flops_by_reg.png
Drawn at 4 px/um. Other sequential cells in the stronger grey, the rest of the logic in the fainter grey.
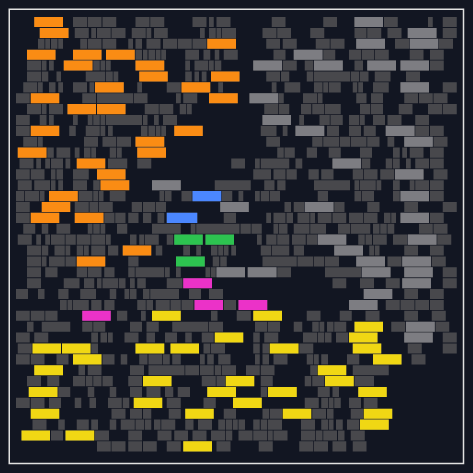
layer_met2.png
Drawn at 2 px/um. Cells faint in the background.
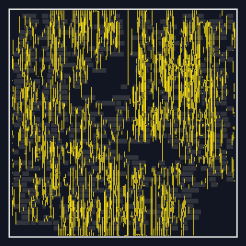
congestion.png
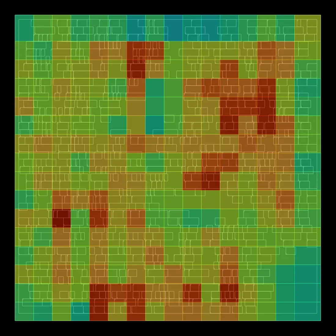
$ cat src/rtl/mem_stage_lsu_pkg.sv
// Shared RV32I memory-stage types: load/store funct3 encodings and the LSU state.
package mem_stage_lsu_pkg;

    typedef enum logic [2:0] {
        LD_LB  = 3'b000,
        LD_LH  = 3'b001,
        LD_LW  = 3'b010,
        LD_LBU = 3'b100,
        LD_LHU = 3'b101
    } load_funct3_t;

    typedef enum logic [2:0] {
        ST_SB = 3'b000,
        ST_SH = 3'b001,
        ST_SW = 3'b010
    } store_funct3_t;

    typedef enum logic [1:0] {
        IDLE = 2'd0,
        REQ  = 2'd1,
        DONE = 2'd2
    } lsu_state_t;

endpackage

$ cat src/rtl/mem_stage_lsu_load_align.sv
// Picks the addressed byte/halfword out of a memory word and sign- or zero-extends it.
module lsu_load_align
    import mem_stage_lsu_pkg::*;
(
    input  logic [31:0] rdata,
    input  logic [1:0]  offset,
    input  logic [2:0]  funct3,
    output logic [31:0] data
);

    logic [31:0] shifted;

    always_comb begin
        shifted = rdata >> {offset, 3'b000};
        data    = rdata;
        case (funct3)
            LD_LB:   data = {{24{shifted[7]}}, shifted[7:0]};
            LD_LBU:  data = {24'b0, shifted[7:0]};
            LD_LH:   data = {{16{shifted[15]}}, shifted[15:0]};
            LD_LHU:  data = {16'b0, shifted[15:0]};
            default: data = rdata;
        endcase
    end

endmodule

$ cat src/rtl/mem_stage_lsu.sv
// MEM-stage load/store unit: formats the data-memory request, stalls the pipe
// until the response (or timeout) and returns the extended load value.
module mem_stage_lsu
    import mem_stage_lsu_pkg::*;
#(
    parameter int unsigned TIMEOUT_CYCLES = 0
)
(
    input  logic        clk,
    input  logic        rst,
    input  logic        valid_i,
    input  logic        mem_read_i,
    input  logic        mem_write_i,
    input  logic [2:0]  funct3_i,
    input  logic [31:0] addr_i,
    input  logic [31:0] store_data_i,
    output logic [31:0] dmem_address,
    output logic        dmem_read,
    output logic        dmem_write,
    output logic [3:0]  dmem_wmask,
    output logic [31:0] dmem_wdata,
    input  logic [31:0] dmem_rdata,
    input  logic        dmem_resp,
    output logic        stall_o,
    output logic [31:0] load_data_o,
    output logic        done_o,
    output logic        err_o,
    output lsu_state_t  lsu_state
);

    // Handshake: a request is held (read/write high, address/mask/data stable)
    // from the first REQ cycle until the cycle in which dmem_resp is seen high.
    localparam logic [31:0] TMO_LAST = (TIMEOUT_CYCLES == 0) ? 32'd0 : 32'(TIMEOUT_CYCLES - 1);

    lsu_state_t  state, state_n;
    logic        req, bad, misaligned, unsupported;
    logic [1:0]  off;
    logic [3:0]  wmask_n;
    logic [31:0] wdata_n;
    logic        accept, finish, timeout, tmo_hit, tmo_err;
    logic [31:0] tmo_cnt;
    logic [2:0]  funct3_q;
    logic [1:0]  off_q;
    logic [31:0] aligned;

    assign req       = valid_i & (mem_read_i | mem_write_i);
    assign off       = addr_i[1:0];
    assign bad       = misaligned | unsupported;
    assign tmo_hit   = (TIMEOUT_CYCLES != 0) && (tmo_cnt == TMO_LAST);
    assign lsu_state = state;

    // A write wins over a simultaneous read, so decode as a store whenever mem_write_i is set.
    always_comb begin
        misaligned  = 1'b0;
        unsupported = 1'b0;
        wmask_n     = 4'b0000;
        wdata_n     = 32'b0;
        if (mem_write_i) begin
            case (funct3_i)
                ST_SB: begin
                    wmask_n = 4'b0001 << off;
                    wdata_n = {4{store_data_i[7:0]}};
                end
                ST_SH: begin
                    misaligned = off[0];
                    wmask_n    = 4'b0011 << off;
                    wdata_n    = {2{store_data_i[15:0]}};
                end
                ST_SW: begin
                    misaligned = (off != 2'b00);
                    wmask_n    = 4'b1111;
                    wdata_n    = store_data_i;
                end
                default: unsupported = 1'b1;
            endcase
        end else begin
            case (funct3_i)
                LD_LB, LD_LBU: misaligned = 1'b0;
                LD_LH, LD_LHU: misaligned = off[0];
                LD_LW:         misaligned = (off != 2'b00);
                default:       unsupported = 1'b1;
            endcase
        end
    end

    always_ff @(posedge clk) begin
        if (rst) state <= IDLE;
        else     state <= state_n;
    end

    always_comb begin
        state_n = state;
        stall_o = 1'b0;
        accept  = 1'b0;
        finish  = 1'b0;
        timeout = 1'b0;
        case (state)
            IDLE: begin
                if (req && !bad) begin
                    stall_o = 1'b1;
                    accept  = 1'b1;
                    state_n = REQ;
                end
            end
            REQ: begin
                stall_o = 1'b1;
                if (dmem_resp) begin
                    finish  = 1'b1;
                    state_n = DONE;
                end else if (tmo_hit) begin
                    timeout = 1'b1;
                    state_n = DONE;
                end
            end
            DONE:    state_n = IDLE;
            default: state_n = IDLE;
        endcase
    end

    assign done_o = (state == DONE);
    assign err_o  = ((state == IDLE) && req && bad) || ((state == DONE) && tmo_err);

    lsu_load_align u_align (
        .rdata  (dmem_rdata),
        .offset (off_q),
        .funct3 (funct3_q),
        .data   (aligned)
    );

    always_ff @(posedge clk) begin
        if (rst) begin
            dmem_address <= 32'b0;
            dmem_read    <= 1'b0;
            dmem_write   <= 1'b0;
            dmem_wmask   <= 4'b0;
            dmem_wdata   <= 32'b0;
            load_data_o  <= 32'b0;
            tmo_cnt      <= 32'b0;
            tmo_err      <= 1'b0;
            funct3_q     <= 3'b0;
            off_q        <= 2'b0;
        end else begin
            if (accept) begin
                dmem_address <= {addr_i[31:2], 2'b00};
                dmem_read    <= ~mem_write_i;
                dmem_write   <= mem_write_i;
                dmem_wmask   <= wmask_n;
                dmem_wdata   <= wdata_n;
                funct3_q     <= funct3_i;
                off_q        <= off;
                tmo_cnt      <= 32'b0;
                tmo_err      <= 1'b0;
            end
            if (state == REQ) tmo_cnt <= tmo_cnt + 32'd1;
            if (finish || timeout) begin
                dmem_read   <= 1'b0;
                dmem_write  <= 1'b0;
                tmo_err     <= timeout;
                load_data_o <= (finish && !dmem_write) ? aligned : 32'b0;
            end
        end
    end

endmodule

$ cat config.mk
export PLATFORM = sky130hd
export DESIGN_NAME = mem_stage_lsu
export DESIGN_NICKNAME = d
export VERILOG_FILES = /design/src/rtl/mem_stage_lsu_pkg.sv /design/src/rtl/mem_stage_lsu_load_align.sv /design/src/rtl/mem_stage_lsu.sv
export SDC_FILE = /design/constraint.sdc
export NUM_CORES = 1
export LEC_CHECK = 0
export CORE_UTILIZATION = 37
export DETAILED_ROUTE_END_ITERATION = 7
export PLACE_DENSITY_LB_ADDON = 0.15
export RECOVER_POWER = 100
export SYNTH_ARGS = -nofsm -noshare
export SYNTH_HDL_FRONTEND = slang
export SYNTH_SLANG_ARGS = --single-unit
$ cat constraint.sdc
create_clock -name clk -period 2 [get_ports clk]
set_clock_uncertainty 0.05 [all_clocks]
set_input_delay 0.3 -clock clk [delete_from_list [all_inputs] [get_ports clk]]
set_output_delay 0.3 -clock clk [all_outputs]
set_load 0.02 [all_outputs]
==> highlights.md <==
• completed — result of the run
• 0 — Post-synth EDFFs
• 4844 — total via count after detailed routing
• 17.2 um — wire length per cell after detailed routing
• 0.873 — Final GP Congestion
• 13.7% — layout cell share with drive strength beyond 1
• input pin — element type at the critical path start
• or4_4 — cell type of the slowest stage on the worst timing path
• 9.00 um2 — post-synthesis average cell area
• 3 — deepest level of the CTS H-tree
• 113 um — die y size
• 38.1% — starting utilization of the core area
• 0 — yosys warns
• 0 — count of final max-slew check failures
• 12000 um2 — core area
• 5.47 — post-detailed-route via-to-cell ratio
• 0 — initial antenna violation count
• dfxtp_1 — flip-flop cell with the highest count after synthesis
• 839 — nets
• 501 MHz — maximum achievable frequency
• 5 — cells on worst reg2reg path
• 4570 um2 — chip area estimate from yosys synthesis
• 4 — worst hold path cell count
• 107 — flip-flop and latch count after synthesis
• 46.8% — post-synthesis sequential area ratio
• 11400 um — DPL Wire Length
• 0 — Hold Vio Cnt, Final
• 48.0% — tightest slew margin relative to the limit
• 27 — number of warnings the tools reported
• 107 — number of sinks on the clock net
• 0 — count of antenna diodes in the layout
• 46.8% — share of Yosys cell area claimed by the top area cell type
• 209 — port bufs
• 45 — library cells used by synthesis
• -0.824 ns — worst slack at placement
• dfxtp_1 (47%), nand2_1 (7.3%), a21oi_1 (6.9%) — main area contributors
• output pin — element type at the critical path end
• 2 — CTS max path bufs
• 7040 um2 — DP Area
• 212 — top-level port count
• input pin to flip-flop — type of the most critical hold path
• done — TritonCTS clock tree
• clkbuf_16 — clock root buffer master
• 0.00282 ns — fin worst setup slack
• 3.12 nW — static leakage
• 296 — iteration-0 DRC count of the detailed router
• 23.9% — Overall Global Routing Usage
• 0 — Residual DRC
• 9 — CTS Buf Count
• 28.7% — fraction of the mapped netlist area in compound gates
• 2 — largest fanout of any net on the critical path
• input pin to output pin — startpoint-to-endpoint class of the critical path
• 15300 um — aggregate routed wire length
• 4570 um2 — mapped cell area
• 0 — number of failing setup endpoints in the final timing report
• 38 — pin count of the biggest net entering global routing
• funct3_i[2] — startpoint of the worst hold path
• 15.6% — basic-gate share of the synthesized area counting and, or, nand and nor cells
• 666 nW/um2 — power per unit of standard cell area
• dfxtp_1 (106), dlygate4sd3_1 (102), clkdlybuf4s50_1 (98) — dominant logic cell types in the final layout
• 0% — adder-cell share of the synthesized area
• clkdlybuf4s15_1 > or4_4 > a211oi_4 > or2_4 > buf_6 — cell chain of the critical path
• 99.9% — portion of the clock cycle consumed by the worst path in the final layout
• 0 — number of max-cap violations
• true — unrepaired setup endpoints after global routing
• simple AND/OR/NAND/NOR gates — cell class contributing the biggest share of worst-path delay
• 0% — XOR/XNOR Area Share
• 0.778 ns — Tightest Pin Transition
• 7350 um2 — final standard cell area without fillers
• 0 — antenna-violating nets left
• 1.65 ns — arrival time at the worst endpoint
• 0.04 ns — setup slack, reg-to-reg
• 40 — row count
• dfxtp_1 — dominant cell type by area after synthesis
• 0.35 ns — later-pin clock latency in the skew report
• 113 um — Die Width
• 3.39% — area fraction in mux cells
• 61.2% — Layout Utilization
• 1.65 ns — CP Data Required Time
• 2 — Worst Path Buf+Inv
• 4 — count of TritonRoute iterations in the first routing pass
• lsu_state[0] — Critical R2R Launch
• 0.52 ns — critical path's largest stage delay
About flops_by_reg.png:
Key: lsu_state = blue [placed flops 2]; funct3_q = green [placed flops 3]; dmem_address = orange [placed flops 30, where upper left]; dmem_wdata = yellow [placed flops 32, where a horizontal strip, bottom]; dmem_wmask = magenta [placed flops 4]

About layer_met2.png:
740 nets have wire on it. The longest straight run is 45.6 um. The layer holds 46% of the routed length.

About congestion.png:
Global Route met2 Usage: 38.9%
GR met1 Demand/Resource: 30.0%
met3 global-route usage: 6.53%

-- power breakdown --
group | switching (mW) | internal [mW]
Combinational | 0.380 | 0.398
Clock | 0.795 | 1.11
Sequential | 0.0285 | 2.18
Total | 1.20 | 3.69
-- what timing repair did --
action / CTS / global route
resized: 27 / 5
pin swaps: 4 / 5
endpoints found under the setup margin: 74 / 32
setup buffers: 1 / 0
-- cell type report --
cell class	count	area (um2)
Clock buffer	13	280
Timing Repair Buffer	255	2460
Multi-Input combinational cell	355	2220
Clock inverter	3	43.8
Fill cell	1075	4660
Tap cell	147	184
Inverter	6	22.5
Sequential cell	107	2140
-- per-stage QoR --
stage               instances  setup TNS [ns]  hold slack, ns  power [mW]
floorplan                 509               0           0.383        2.60
global placement          869          -45.97           0.390        3.04
detailed placement        869          -50.25           0.398        3.05
CTS                       886               0           0.370        4.95
global route              886          -0.512           0.316        5.08
finish                    886               0           0.273        4.89
-- kinds of logic after synthesis --
kind of cell / count (synthesis)
other: 1
AND-OR/OR-AND: 188
multiplexers: 14
AND/OR/NAND/NOR: 151
buffers and inverters: 47
flip-flops: 107
-- registers in the layout, summed over array words and instances, names as in the netlist --
signal and cells:
dmem_address 30, dmem_wdata 32, load_data_o 32, dmem_wmask 4, off_q 2, dmem_write 1
funct3_q 3, dmem_read 1, lsu_state 2
-- worst register-to-register path: cells and delay by family (launching register included) --
family | cells | cell delay, ns
AND/OR/NAND/NOR | 2 | 0.63
buffers and inverters | 1 | 0.32
AND-OR/OR-AND | 2 | 0.52
flip-flops | 1 | 0.33
-- per-layer routing --
layer | track usage (%) | vias to the layer above | part of all wire, %
met5 | 0 | - | 0
met4 | 9.56 | 0 | 2.0
met3 | 6.53 | 26 | 8.1
met2 | 38.9 | 195 | 46
met1 | 30.0 | 2307 | 44
li1 | - | 2316 | -
-- Yosys cell counts (2+ instances only) --
library cell  instances
or3_1                 7
dfxtp_1             107
nand2_1              89
nor3_1               11
nand2b_1              3
or4_1                 2
a211oi_2              2
o21ai_0              32
a31o_1                3
a221oi_1              7
a22o_1               34
buf_2                10
inv_1                 4
mux2i_1               2
buf_4                 7
a21oi_1              63
nand3_1               4
nor2b_1              13
a31o_2               14
nor2_1               13
buf_6                 4
a22oi_1               7
clkinv_1              2
a221o_1              18
buf_1                 2
mux2_2               12
clkbuf_1             18
-- worst max path at each step --
| stage | from | end | slack, ns | cells after the start |
|---|---|---|---|---|
| finish | addr_i[0] | stall_o | 0.003 | 5 |
| global route | lsu_state[0] | dmem_wdata[28] | -0.03 | 5 |
| CTS | addr_i[0] | stall_o | 0.01 | 6 |
| detailed placement | addr_i[0] | dmem_wdata[28] | -0.82 | 7 |
| global placement | addr_i[1] | dmem_wdata[28] | -0.75 | 6 |
| floorplan | lsu_state[0] | load_data_o[16] | 0.12 | 5 |
No activity file was given, so power comes from the tool's default toggle rates.
